==> config.mk <==
export PLATFORM = sky130hd
export DESIGN_NAME = sha2_msg_sched_flat
export DESIGN_NICKNAME = d
export VERILOG_FILES = /design/src/rtl/sha2_msg_sched_if.sv /design/src/rtl/sha2_msg_sched.sv /design/src/flat_wrapper.sv
export SDC_FILE = /design/constraint.sdc
export NUM_CORES = 2
export LEC_CHECK = 0
export ABC_AREA = 0
export CORE_AREA = 2 2 192 383
export CTS_BUF_LIST = sky130_fd_sc_hd__clkbuf_4 sky130_fd_sc_hd__clkbuf_8
export CTS_CLUSTER_DIAMETER = 100
export CTS_CLUSTER_SIZE = 12
export DETAILED_ROUTE_END_ITERATION = 10
export DIE_AREA = 0 0 194 385
export GPL_TIMING_DRIVEN = 0
export PLACE_DENSITY_LB_ADDON = 0.15
export SLEW_MARGIN = 30
export SYNTH_ARGS = -nofsm -noshare
export SYNTH_HDL_FRONTEND = slang
export SYNTH_SLANG_ARGS = --single-unit
==> constraint.sdc <==
create_clock -name clk_i -period 28.7 [get_ports clk_i]
set_clock_uncertainty 0.2 [all_clocks]
set_input_delay 5.74 -clock clk_i [delete_from_list [all_inputs] [get_ports clk_i]]
set_output_delay 5.74 -clock clk_i [all_outputs]
set_load 0.02 [all_outputs]
==> src/rtl/sha2_msg_sched_if.sv <==
// Handshake bundle for sha2_msg_sched: block input (M_i/v_i/ready_o) and
// round-word output stream (Wt_o/t_o/v_o/yumi_i) plus status.
interface sha2_msg_sched_if #(
  parameter int unsigned WORD_W = 32
);
  localparam int unsigned BLOCK_W = 16 * WORD_W;

  logic [BLOCK_W-1:0] M_i;
  logic               v_i;
  logic               ready_o;
  logic [WORD_W-1:0]  Wt_o;
  logic [6:0]         t_o;
  logic               v_o;
  logic               yumi_i;
  logic               last_o;
  logic               busy_o;

  // Scheduler side.
  modport slave (
    input  M_i, v_i, yumi_i,
    output ready_o, Wt_o, t_o, v_o, last_o, busy_o
  );

  // Loader / compression-core side.
  modport master (
    output M_i, v_i, yumi_i,
    input  ready_o, Wt_o, t_o, v_o, last_o, busy_o
  );
endinterface

==> src/rtl/sha2_msg_sched.sv <==
// SHA-2 message scheduler: loads a 16-word block and streams W0..W(ROUNDS-1)
// under a valid/yumi handshake. WORD_W selects SHA-256 (32) or SHA-512 (64)
// sigma functions. Optional macro SHA2_MSG_SCHED_PREFETCH_EN adds a one-block
// input buffer so consecutive blocks stream with no bubble.
module sha2_msg_sched #(
  parameter int unsigned WORD_W  = 32,
  parameter int unsigned ROUNDS  = 64,
  parameter int unsigned BLOCK_W = 16 * WORD_W
) (
  input logic             clk_i,
  input logic             reset_i,
  sha2_msg_sched_if.slave bus_io
);

  if (WORD_W != 32 && WORD_W != 64) begin : gen_bad_word_w
    $error("sha2_msg_sched: WORD_W must be 32 or 64");
  end
  if (ROUNDS < 16 || ROUNDS > 127) begin : gen_bad_rounds
    $error("sha2_msg_sched: ROUNDS must be in 16..127");
  end
  if (BLOCK_W != 16 * WORD_W) begin : gen_bad_block_w
    $error("sha2_msg_sched: BLOCK_W is derived and must not be overridden");
  end

  localparam logic [6:0]  TLast = 7'(ROUNDS - 1);
  localparam int unsigned S0R1  = (WORD_W == 64) ? 1  : 7;
  localparam int unsigned S0R2  = (WORD_W == 64) ? 8  : 18;
  localparam int unsigned S0Sh  = (WORD_W == 64) ? 7  : 3;
  localparam int unsigned S1R1  = (WORD_W == 64) ? 19 : 17;
  localparam int unsigned S1R2  = (WORD_W == 64) ? 61 : 19;
  localparam int unsigned S1Sh  = (WORD_W == 64) ? 6  : 10;

  typedef enum logic [0:0] {StIdle, StRun} state_e;

  state_e            state_q;
  logic [6:0]        t_q;
  logic              rdy_en_q;
  logic [WORD_W-1:0] win_q [16];
  logic [WORD_W-1:0] msg_w [16];
  logic [WORD_W-1:0] sig0, sig1, wnew;
  logic              xfer, at_last;
`ifdef SHA2_MSG_SCHED_PREFETCH_EN
  logic [WORD_W-1:0] buf_q [16];
  logic              buf_valid_q;
`endif

  function automatic logic [WORD_W-1:0] rotr(input logic [WORD_W-1:0] x, input int unsigned n);
    return (x >> n) | (x << (WORD_W - n));
  endfunction

  // Split the incoming block into words, word 0 in the most significant slot.
  always_comb begin
    for (int unsigned i = 0; i < 16; i++) begin
      msg_w[i] = bus_io.M_i[BLOCK_W-1-i*WORD_W -: WORD_W];
    end
  end

  // Next schedule word from the current window.
  always_comb begin
    sig0 = rotr(win_q[1], S0R1) ^ rotr(win_q[1], S0R2) ^ (win_q[1] >> S0Sh);
    sig1 = rotr(win_q[14], S1R1) ^ rotr(win_q[14], S1R2) ^ (win_q[14] >> S1Sh);
    wnew = sig1 + win_q[9] + sig0 + win_q[0];
  end

  assign xfer    = bus_io.v_i & bus_io.ready_o;
  assign at_last = (state_q == StRun) && (t_q == TLast);

  // rdy_en_q keeps ready_o low during reset and until the first clock after it.
`ifdef SHA2_MSG_SCHED_PREFETCH_EN
  assign bus_io.ready_o = rdy_en_q & ~buf_valid_q;
`else
  assign bus_io.ready_o = rdy_en_q & (state_q == StIdle);
`endif

  assign bus_io.Wt_o   = win_q[0];
  assign bus_io.t_o    = t_q;
  assign bus_io.v_o    = (state_q == StRun);
  assign bus_io.busy_o = (state_q == StRun);
  assign bus_io.last_o = at_last;

  // Scheduler FSM, sliding window, round counter and optional prefetch buffer.
  always_ff @(posedge clk_i or posedge reset_i) begin
    if (reset_i) begin
      state_q  <= StIdle;
      t_q      <= '0;
      rdy_en_q <= 1'b0;
      for (int i = 0; i < 16; i++) win_q[i] <= '0;
`ifdef SHA2_MSG_SCHED_PREFETCH_EN
      buf_valid_q <= 1'b0;
      for (int i = 0; i < 16; i++) buf_q[i] <= '0;
`endif
    end else begin
      rdy_en_q <= 1'b1;
      unique case (state_q)
        StIdle: begin
          if (xfer) begin
            win_q   <= msg_w;
            t_q     <= '0;
            state_q <= StRun;
          end
        end
        StRun: begin
`ifdef SHA2_MSG_SCHED_PREFETCH_EN
          // A transfer on the final yumi with an empty buffer bypasses it.
          if (xfer && !(bus_io.yumi_i && at_last)) begin
            buf_q       <= msg_w;
            buf_valid_q <= 1'b1;
          end
`endif
          if (bus_io.yumi_i) begin
            if (at_last) begin
              t_q <= '0;
`ifdef SHA2_MSG_SCHED_PREFETCH_EN
              if (buf_valid_q) begin
                win_q       <= buf_q;
                buf_valid_q <= 1'b0;
              end else if (xfer) begin
                win_q <= msg_w;
              end else begin
                state_q <= StIdle;
              end
`else
              state_q <= StIdle;
`endif
            end else begin
              for (int i = 0; i < 15; i++) win_q[i] <= win_q[i+1];
              win_q[15] <= wnew;
              t_q       <= t_q + 7'd1;
            end
          end
        end
      endcase
    end
  end

endmodule

==> src/flat_wrapper.sv <==
// flat-port wrapper written by rule: the top's interface ports become plain ports
module sha2_msg_sched_flat 
#(
  parameter int unsigned WORD_W  = 32,
  parameter int unsigned ROUNDS  = 64,
  parameter int unsigned BLOCK_W = 16 * WORD_W
)
  (clk_i, reset_i, bus_io_M_i, bus_io_v_i, bus_io_yumi_i, bus_io_ready_o, bus_io_Wt_o, bus_io_t_o, bus_io_v_o, bus_io_last_o, bus_io_busy_o);
  sha2_msg_sched_if #(.WORD_W(WORD_W)) bus_io_i ();
  input logic clk_i;
  input logic reset_i;
  input wire logic [$bits(bus_io_i.M_i)-1:0] bus_io_M_i;
  input wire logic [$bits(bus_io_i.v_i)-1:0] bus_io_v_i;
  input wire logic [$bits(bus_io_i.yumi_i)-1:0] bus_io_yumi_i;
  output wire logic [$bits(bus_io_i.ready_o)-1:0] bus_io_ready_o;
  output wire logic [$bits(bus_io_i.Wt_o)-1:0] bus_io_Wt_o;
  output wire logic [$bits(bus_io_i.t_o)-1:0] bus_io_t_o;
  output wire logic [$bits(bus_io_i.v_o)-1:0] bus_io_v_o;
  output wire logic [$bits(bus_io_i.last_o)-1:0] bus_io_last_o;
  output wire logic [$bits(bus_io_i.busy_o)-1:0] bus_io_busy_o;
  assign bus_io_i.M_i = bus_io_M_i;
  assign bus_io_i.v_i = bus_io_v_i;
  assign bus_io_i.yumi_i = bus_io_yumi_i;
  assign bus_io_ready_o = bus_io_i.ready_o;
  assign bus_io_Wt_o = bus_io_i.Wt_o;
  assign bus_io_t_o = bus_io_i.t_o;
  assign bus_io_v_o = bus_io_i.v_o;
  assign bus_io_last_o = bus_io_i.last_o;
  assign bus_io_busy_o = bus_io_i.busy_o;
  sha2_msg_sched #(.WORD_W(WORD_W), .ROUNDS(ROUNDS), .BLOCK_W(BLOCK_W)) u_core (.clk_i(clk_i), .reset_i(reset_i), .bus_io(bus_io_i));
endmodule
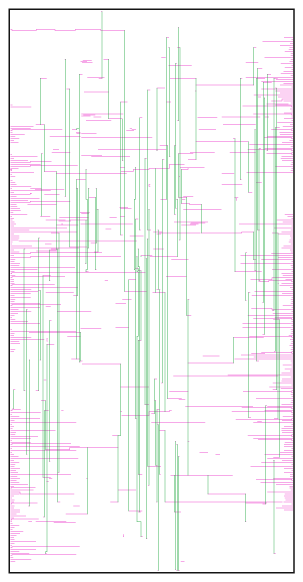
layers.png
Two of the layers only.
layer	color	wire length
M4	green	8,930 um
M3	magenta	6,910 um

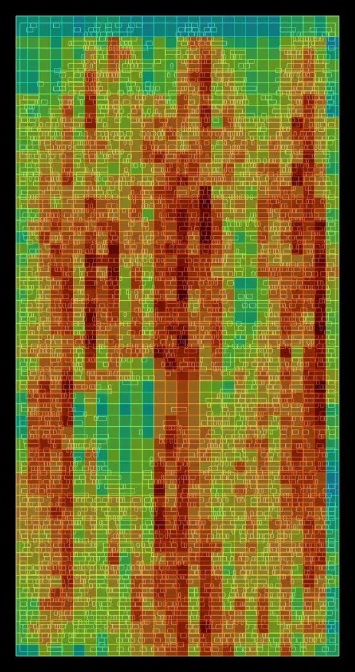
congestion_map.png
Core Util, Final: 0.505
met2 usage: 0.551
wire per inst: 26.2 um
Total GRT Usage: 0.311

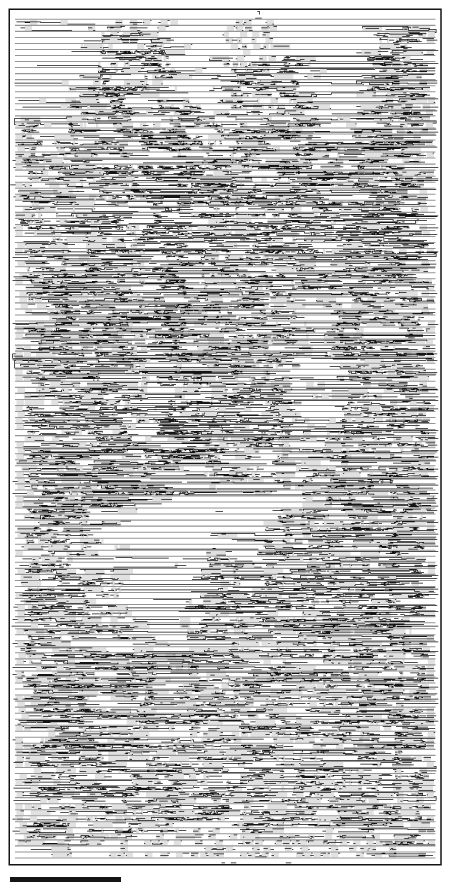
m1.png
Bar = 50 um. Supply wires on this layer in gray. Cells faint in the background.
nets with wire on the layer	3,792
longest straight run	86.5 um

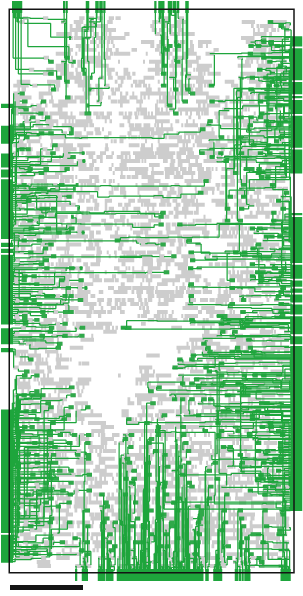
port_trees.png
Bar = 50 um.
port	color	bits	direction	edge	end cells	wire
`bus_io_M_i`	green	512	input	204 east, 177 west, 102 south, 29 north	512	24.8 mm

flip-flops by register name (all words and copies together) (netlist names):
name and cells:
u_core.win_q 480, u_core.bus_io.Wt_o 32, u_core.bus_io.t_o 7, u_core.bus_io.busy_o 1
u_core.rdy_en_q 1
layout by cell type (no fill, tap or decap), drive strengths merged, types with 6 or more instances in the layout:
master / instances
diode: 8
a211oi: 7
xnor2: 124
or3: 7
clkbuf: 221
ha: 32
dfrtp: 521
inv: 131
xor2: 19
and3: 8
o211ai: 6
a21o: 12
nor2: 35
nor3: 12
mux2i: 492
o21bai: 6
clkdlybuf4s50: 558
a31oi: 6
nand2: 527
nand3: 13
o21ai: 525
fa: 62
a21oi: 54
buf: 101
==> Slide: Implementation Results <==
Key Metrics from the Run

Status
  • Outcome: finished, final reports clean

Min path
  • Hold Path Class: reg -> reg
  • WHS Endpoint: u_core.win_q[133]
  • Worst hold path stage count: 2
  • Hold_sp: u_core.win_q[133]

Cells and area
  • Ant. Diodes: 8
  • FILL cells: 6,938
  • Layout area overhead: 26.8%
  • Layout Cells excl Fill: 4,458
  • Flop area: 13,000 um2
  • Layout cells sized above 1: 0.0495
  • Non-Clock Buffer Count: 830
  • Flip-flops: 521
  • # clk buffers: 50
  • Comb. cell area: 13,800 um2
  • Non-clock inverter count: 131
  • Fraction of area in multi-input gates: 0.381

Global route
  • Vias in the first global route: 24,600
  • Initial antenna violation count: 10
  • Met3 global-route usage: 0.0588
  • Largest net degree at the start of global routing: 88
  • Grt met1 use: 0.340
  • First-pass GRT wire length: 168,000 um
  • GRT overflow: 0

Critical path
  • CP Capture Type: primary output
  • R2r startpoint: u_core.win_q[50]
  • Delay of the slowest critical-path stage: 0.62 ns
  • Critical Path RT: 22.76 ns
  • Worst Path Buf+Inv: 4
  • Slowest-stage cell, CP: clkdlybuf4s50_1
  • Crit path capture: bus_io_last_o
  • CP Depth: 5

CTS
  • Hold Buf Count CTS: 0
  • CTS root buf: clkbuf_8
  • Clock transition at path regs: 0.08 ns
  • Setup Buffers After CTS: 0
  • Num CTS Buffers: 49
  • CTS Buffer Depth: 3
  • Post_cts resized: 0
  • CTS Sinks: 521
  • H-tree depth: 2

Yosys
  • Simple Share, Synth: 0.0876
  • Adder Area Share: 0.0575
  • Max-area cell share: 0.457
  • Distinct cells, synth: 63
  • Top cells by count: nand2_1 (527), o21ai_0 (524), dfrtp_1 (521)
  • Top cells by area: dfrtp_1 (46%), mux2i_1 (17%), o21ai_0 (9.2%)
  • Seq/Total Area, Yosys: 0.457
  • Async SR Flop Fraction: 1.00
  • Syn Inst Count: 2,916
  • Yosys Warn Count: 0
  • Flop and latch count out of synthesis: 521
  • Cell taking the most area after synthesis: dfrtp_1
  • Avg Cell Area, Syn: 9.79 um2
  • Count leader, synth: nand2_1
  • Top FF cell, synth: dfrtp_1
  • Yosys Chip Area: 28,500 um2
  • Syn Std Cell Area: 28,500 um2
  • XORs/XNORs by Area: 0.0439
  • Syn nets: 3,526

Place
  • Placed Instance Area: 35,500 um2
  • Place WS: 19.97 ns
  • Placed insts: 4,397
  • Detailed placer's ending HPWL: 95,800 um
  • GPL Wtd Cong: 0.965

Timing
  • Worst relative slew slack: 0.404
  • Max Freq: 110 MHz
  • RSZ-0062 raised after global routing: false
  • Final max-slew violation count: 0
  • Final setup fails: 0
  • PnR worst setup slack: 19.62 ns
  • Hold WS: 0.283 ns
  • Cycle use final: 0.316
  • Worst Max-Slew Pin Slew: 0.893 ns
  • Final Hold Vio Count: 0
  • Tmin final: 9.08 ns

Floorplanning
  • Die Wd: 194 um
  • Tap cells: 916
  • FP Rows: 139
  • Die area: 74,700 um2
  • Die H: 385 um

Flow run
  • MaxCap Viol Count: 0
  • Log Warnings: 26

Routing
  • Highest metal used: met5
  • Metal2 WL: 58,100 um
  • Met3 wire length: 6910 um
  • DR DRC count: 0
  • Via count: 23,300
  • Vias per inst: 5.23
  • Initial DRC Count: 1,164
  • M1 wire length: 42,800 um
  • Final antenna-violating net count: 0
  • Wirelength, routed: 117,000 um
  • Drt pass-1 iters: 5

